$ cat src/rtl/alu_operand_seq.sv
// ---------------------------------------------------------------------------
// alu_operand_seq
//   Sequencing front/back end for a combinational ALU/comparator stage.
//   Two operand beats (A with opcode, then B) arrive on a valid/ready bus and
//   are held on the ALU inputs for a settle window. The ALU result is then
//   registered and offered downstream on a valid/ready result port, together
//   with a zero flag and a count of completed result handshakes.
//
// Ports
//   clk        in   1      rising-edge clock
//   rst_n      in   1      asynchronous active-low reset
//   flush      in   1      synchronous abort back to LOAD_A
//   in_valid   in   1      operand beat valid
//   in_ready   out  1      operand beat accepted when in_valid & in_ready
//   in_data    in   WIDTH  operand value (A on first beat, B on second)
//   in_op      in   OPW    opcode, sampled on the A beat only
//   alu_a      out  WIDTH  registered operand A to the ALU
//   alu_b      out  WIDTH  registered operand B to the ALU
//   alu_op     out  OPW    registered opcode to the ALU
//   alu_x      in   WIDTH  combinational ALU result
//   res_valid  out  1      result valid
//   res_ready  in   1      downstream accepts result when res_valid & res_ready
//   res_data   out  WIDTH  registered ALU result
//   res_zero   out  1      registered (alu_x == 0) at capture
//   op_count   out  8      completed result handshakes, modulo 256
//
// State table
//   state   | meaning
//   LOAD_A  | waiting for operand A + opcode beat
//   LOAD_B  | waiting for operand B beat
//   SETTLE  | ALU inputs held, settle timer counting down
//   HOLD    | result presented, waiting for downstream handshake
// ---------------------------------------------------------------------------
module alu_operand_seq #(
    parameter int WIDTH         = 6,
    parameter int OPW           = 3,
    parameter int SETTLE_CYCLES = 1
) (
    input  logic             clk,
    input  logic             rst_n,
    input  logic             flush,
    input  logic             in_valid,
    output logic             in_ready,
    input  logic [WIDTH-1:0] in_data,
    input  logic [OPW-1:0]   in_op,
    output logic [WIDTH-1:0] alu_a,
    output logic [WIDTH-1:0] alu_b,
    output logic [OPW-1:0]   alu_op,
    input  logic [WIDTH-1:0] alu_x,
    output logic             res_valid,
    input  logic             res_ready,
    output logic [WIDTH-1:0] res_data,
    output logic             res_zero,
    output logic [7:0]       op_count
);

    localparam logic [1:0] ST_LOAD_A = 2'd0;
    localparam logic [1:0] ST_LOAD_B = 2'd1;
    localparam logic [1:0] ST_SETTLE = 2'd2;
    localparam logic [1:0] ST_HOLD   = 2'd3;

    // Settle window is 1..15 cycles, so a 4-bit down-counter covers it; the
    // counter is loaded with SETTLE_CYCLES-1 and the capture happens on the
    // cycle it reads zero.
    localparam logic [3:0] CNT_LOAD = 4'(SETTLE_CYCLES - 1);

    logic [1:0] state;
    logic [3:0] cnt;
    logic       beat;
    logic       res_hs;
    logic       cnt_tc;

    // in_ready decodes state only, so no path exists from in_valid/res_ready.
    assign in_ready = (state == ST_LOAD_A) || (state == ST_LOAD_B);
    assign beat     = in_valid && in_ready;
    assign res_hs   = res_valid && res_ready;
    assign cnt_tc   = (cnt == 4'd0);

    // Control: state, settle timer, result valid and handshake counter.
    always_ff @(posedge clk or negedge rst_n) begin
        if (!rst_n) begin
            state     <= ST_LOAD_A;
            cnt       <= 4'd0;
            res_valid <= 1'b0;
            op_count  <= 8'd0;
        end else if (flush) begin
            // Flush beats any concurrent beat or handshake; the count is
            // left untouched because the result was never delivered.
            state     <= ST_LOAD_A;
            cnt       <= 4'd0;
            res_valid <= 1'b0;
        end else begin
            case (state)
                ST_LOAD_A: begin
                    if (beat) begin
                        state <= ST_LOAD_B;
                    end
                end
                ST_LOAD_B: begin
                    if (beat) begin
                        cnt   <= CNT_LOAD;
                        state <= ST_SETTLE;
                    end
                end
                ST_SETTLE: begin
                    if (cnt_tc) begin
                        res_valid <= 1'b1;
                        state     <= ST_HOLD;
                    end else begin
                        cnt <= cnt - 4'd1;
                    end
                end
                ST_HOLD: begin
                    if (res_hs) begin
                        res_valid <= 1'b0;
                        op_count  <= op_count + 8'd1;
                        state     <= ST_LOAD_A;
                    end
                end
                default: begin
                    state     <= ST_LOAD_A;
                    cnt       <= 4'd0;
                    res_valid <= 1'b0;
                end
            endcase
        end
    end

    // Operand registers: only written by an accepted beat, so they remain
    // stable on the ALU inputs through SETTLE and HOLD and across flushes.
    always_ff @(posedge clk or negedge rst_n) begin
        if (!rst_n) begin
            alu_a  <= '0;
            alu_op <= '0;
        end else if (!flush && beat && (state == ST_LOAD_A)) begin
            alu_a  <= in_data;
            alu_op <= in_op;
        end
    end

    always_ff @(posedge clk or negedge rst_n) begin
        if (!rst_n) begin
            alu_b <= '0;
        end else if (!flush && beat && (state == ST_LOAD_B)) begin
            alu_b <= in_data;
        end
    end

    // Result capture at the end of the settle window.
    always_ff @(posedge clk or negedge rst_n) begin
        if (!rst_n) begin
            res_data <= '0;
            res_zero <= 1'b0;
        end else if (!flush && (state == ST_SETTLE) && cnt_tc) begin
            res_data <= alu_x;
            res_zero <= (alu_x == '0);
        end
    end

endmodule
$ cat config.mk
export PLATFORM = sky130hd
export DESIGN_NAME = alu_operand_seq
export DESIGN_NICKNAME = d
export VERILOG_FILES = /design/src/rtl/alu_operand_seq.sv
export SDC_FILE = /design/constraint.sdc
export NUM_CORES = 1
export LEC_CHECK = 0
export ABC_AREA = 0
export CAP_MARGIN = 10
export CELL_PAD_IN_SITES_DETAIL_PLACEMENT = 0
export CELL_PAD_IN_SITES_GLOBAL_PLACEMENT = 1
export CORE_MARGIN = 2
export CORE_UTILIZATION = 28
export CTS_BUF_LIST = sky130_fd_sc_hd__clkbuf_4 sky130_fd_sc_hd__clkbuf_8
export CTS_CLUSTER_DIAMETER = 200
export DETAILED_ROUTE_END_ITERATION = 6
export PLACE_DENSITY_LB_ADDON = 0.05
export SLEW_MARGIN = 20
export SYNTH_ARGS = -nofsm -noshare
export SYNTH_HDL_FRONTEND = slang
export SYNTH_SLANG_ARGS = --single-unit
$ cat constraint.sdc
create_clock -name clk -period 2.08 [get_ports clk]
set_input_delay 0.416 -clock clk [delete_from_list [all_inputs] [get_ports clk]]
set_output_delay 0.416 -clock clk [all_outputs]
set_load 0.005 [all_outputs]
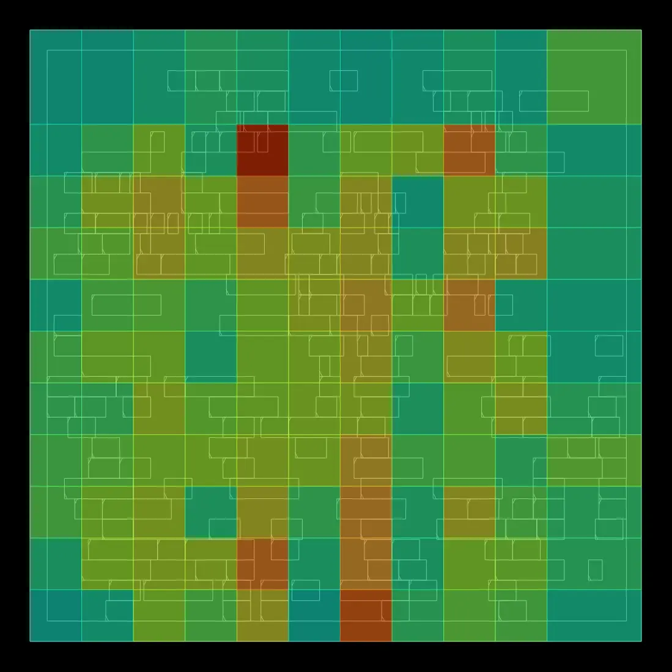
**Above:** routing congestion map.
Util after Layout: 41.8%
GRT busiest layer: met2
met2 Resource Use GR: 21.6%
met1 usage: 15.0%

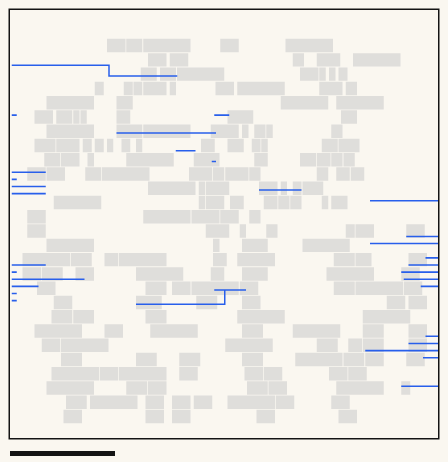
**Above:** signal wires on met3.
The bar under the picture is 20 um long. Cells faint in the background.
share of all routed wire: 5.9%
main direction: horizontal
nets with wire on the layer: 27
longest straight run: 18.6 um
met3 Track Usage GR: 4.51%
Routed WL: 3770 um
detailed-route via count: 1236

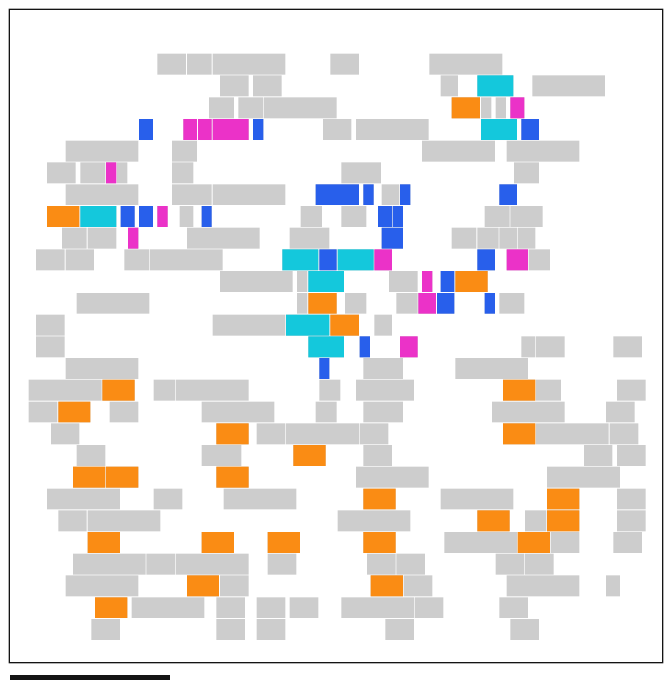
**Above:** gate-type map.
The bar under the picture is 20 um long.
legend:
  NOR gates:
    colour: magenta
    cells: 12
    most_used: nor2_1
  NAND gates:
    colour: blue
    cells: 20
    most_used: nand2_1
  adder and majority cells:
    colour: cyan
    cells: 8
    most_used: ha_1
  multiplexers:
    colour: orange
    cells: 26
    most_used: mux2_2
most frequent logic cell in the layout: clkdlybuf4s50_1
fraction of area in multi-input gates: 30.0%
Layout Cells excl Fill: 272

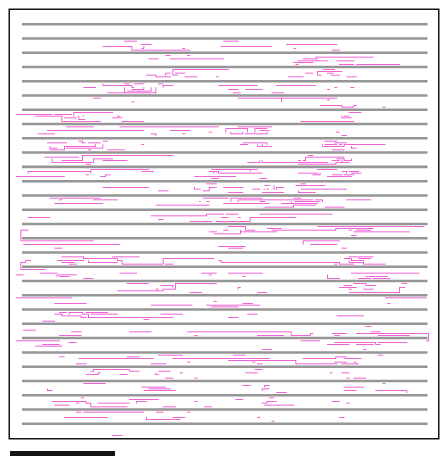
**Above:** the metal 1 layer.
The bar under the picture is 20 um long. Supply wires on this layer in grey.
nets with wire on the layer: 190
main direction: horizontal
wire length on this layer: 1630 um

cell families (layout without fill, tap and decap cells):
| kind of cell | after synthesis | after routing | synth area share, % |
|---|---|---|---|
| adders and majority gates | 8 | 8 | 5.94 |
| AOI/OAI and AO/OA | 11 | 11 | 4.90 |
| buffers and inverters | 6 | 73 | 1.41 |
| muxes | 26 | 26 | 17.1 |
| DFF | 37 | 37 | 54.9 |
| xor gates and xnor gates | 7 | 7 | 3.64 |
| and+or+nand+nor | 35 | 35 | 12.0 |
cell type report:
class,count,area [um^2]
clock buffer,6,82.6
multi-input combinational,87,738
inverter,5,18.8
clock inverter,2,13.8
timing repair buffer,60,584
fill,547,3430
sequential,37,926
tap,75,93.8
final timing paths:
path / cells past startpoint / start / endpoint / slack [ns]
worst max-delay path: 4 / state[0] / in_ready / 0.11
worst min-delay path: 1 / rst_n / res_data[3] / 0.07
worst max register to register: 5 / state[0] / res_zero / 0.23
worst min register to register: 1 / op_count[7] / op_count[7] / 0.47
max in group asynchronous: 2 / rst_n / op_count[6] / 1.47
min in group clk: 1 / op_count[7] / op_count[7] / 0.47
metrics by stage:
| step | hold slack, ns | utilization [%] |
|---|---|---|
| after floorplan | 0.120 | - |
| after global placement | 0.392 | 39.8 |
| after detailed placement | 0.405 | 39.8 |
| after CTS | 0.0835 | 41.6 |
| after global routing | 0.0970 | 41.8 |
| final | 0.0716 | 41.8 |
flip-flops by register name, summed over array words and instances, names as in the netlist:
name,cells
op_count,8
alu_a,6
alu_b,6
res_data,6
cnt,4
alu_op,3
state,2
res_valid,1
res_zero,1
worst max-delay path: cells and delay by family (launching register included):
| family | cells | cell delay [ns] |
|---|---|---|
| fa+ha+maj | 1 | 0.21 |
| simple gates | 1 | 0.31 |
| buf+inv | 2 | 0.37 |
| flops | 1 | 0.38 |
timing repair:
item	4_1_cts	5_1_grt
endpoints found under the setup margin	1	1
resized	2	0
buffers inserted	1	1
power breakdown:
part	total (W)	switching, W	internal, W
clock	0.000532	0.000264	0.000269
combinational	0.00106	0.000337	0.000720
sequential	0.00109	0.000134	0.000959
cell usage in the layout (no fill, tap or decap), types with 2 or more instances in the layout:
cell type        Yosys  layout
nor3_1               3       3
dfrtp_1             37      37
nand3_1              5       5
mux2_2              23      23
nor2_1               4       4
inv_1                5       5
nor2b_1              3       3
o22ai_1              3       3
mux2i_1              3       3
clkdlybuf4s50_1      0      49
ha_1                 8       7
xor2_1               6       6
clkbuf_8             0       6
buf_4                0       8
o2bb2ai_1            2       2
nand2b_1             5       5
nand2_1              8       8
layer usage:
metal / global-route usage [%] / share of wire [%]
met5: 0 / 0
met3: 4.51 / 5.9
met1: 15.0 / 43
met4: 4.00 / 1.2
met2: 21.6 / 50
==> CHANGELOG.md <==
## Flow update

* Clock Skew at 0.00871 ns
* Total congestion overflow at 0
* Pre-CTS setup slack at around 0.03 ns
* Final hold violation count at 0
* Fin nets at ~220
* Cell Type Count at 29
* Post-route antenna net violation count at 0
* Port Buffers at between 50 and 60
* Max_slew headroom at approximately two thirds
* Global-route wire length before repair at between 6000 and 7000 um
* Period utilisation layout at between 90% and 100%
* Crit path required time at 1.66 ns
* Critical Path End Type: primary output
* Maximum buffer depth of the clock tree at 2
* Fraction of layout cells with a size suffix above 1 at 23.4%
* Clk slew on worst S/H paths at ~0.08 ns
* Synth top cells by count: dfrtp_1, mux2_2, ha_1, nand2_1, xor2_1
* Placeable Area at roughly 5900 um^2
* Drt via density at ~4.5
* Iter 0 DRT Violations at 30
* Status: completed
* CP Data Arrival Time at roughly 1.6 ns
* MaxCap Viol Count at 0
* PnR worst setup slack at between 0.1 and 0.15 ns
* Fin crit period at just under 2 ns
* # H-tree levels at 2
* Pwr/cell area at 1090 nW/um^2
* CTS Buf Count at 5
* CP startpoint kind: register
* Max Clock Freq at just over 0.5 GHz
* Max stage delay cell, worst path: dfrtp_1
* CTS sink cnt at 37
* Leakage at 1.09 nW
* Crit-path max FO at 4
* FP Core Util at between 20% and 30%
* Delay of the slowest cell on the worst path at between 0.3 and 0.4 ns
* Final setup vio count at 0
* IO Pins at approximately 52
* WL/cell at 13.9 um
* Synth Seq Share at around 55%
* Worst slew pin tran at between 0.4 and 0.5 ns
* Number of enable flip-flop cells at 0
* Top FF cell, synth: dfrtp_1
* Yosys reg bits at 37
* Log Warnings at 31
* Dominant cell by count in the synthesized netlist: dfrtp_1
* Diode count at 0
* Pre-antenna DRT Iters at 4
* Hold Path Class: input port to async pin
* Root buffer selected by CTS: clkbuf_8
* Gp weighted congestion at around 0.7
* # Cells Yosys at 130
* Final Instance Area at between 2000 and 2500 um^2
* Number of global-route vias before repair at roughly 1.3k
* Yosys warnings at 0
* Yosys stat area at 1690 um^2
* Pwr Total at about 0.0027 W
* Width of the die at a little over 80 um
* Syn avg cell area at roughly 13 um^2
* Yosys top cell by area: dfrtp_1
Power figures rest on the tool's default switching activity, not on a simulated workload.
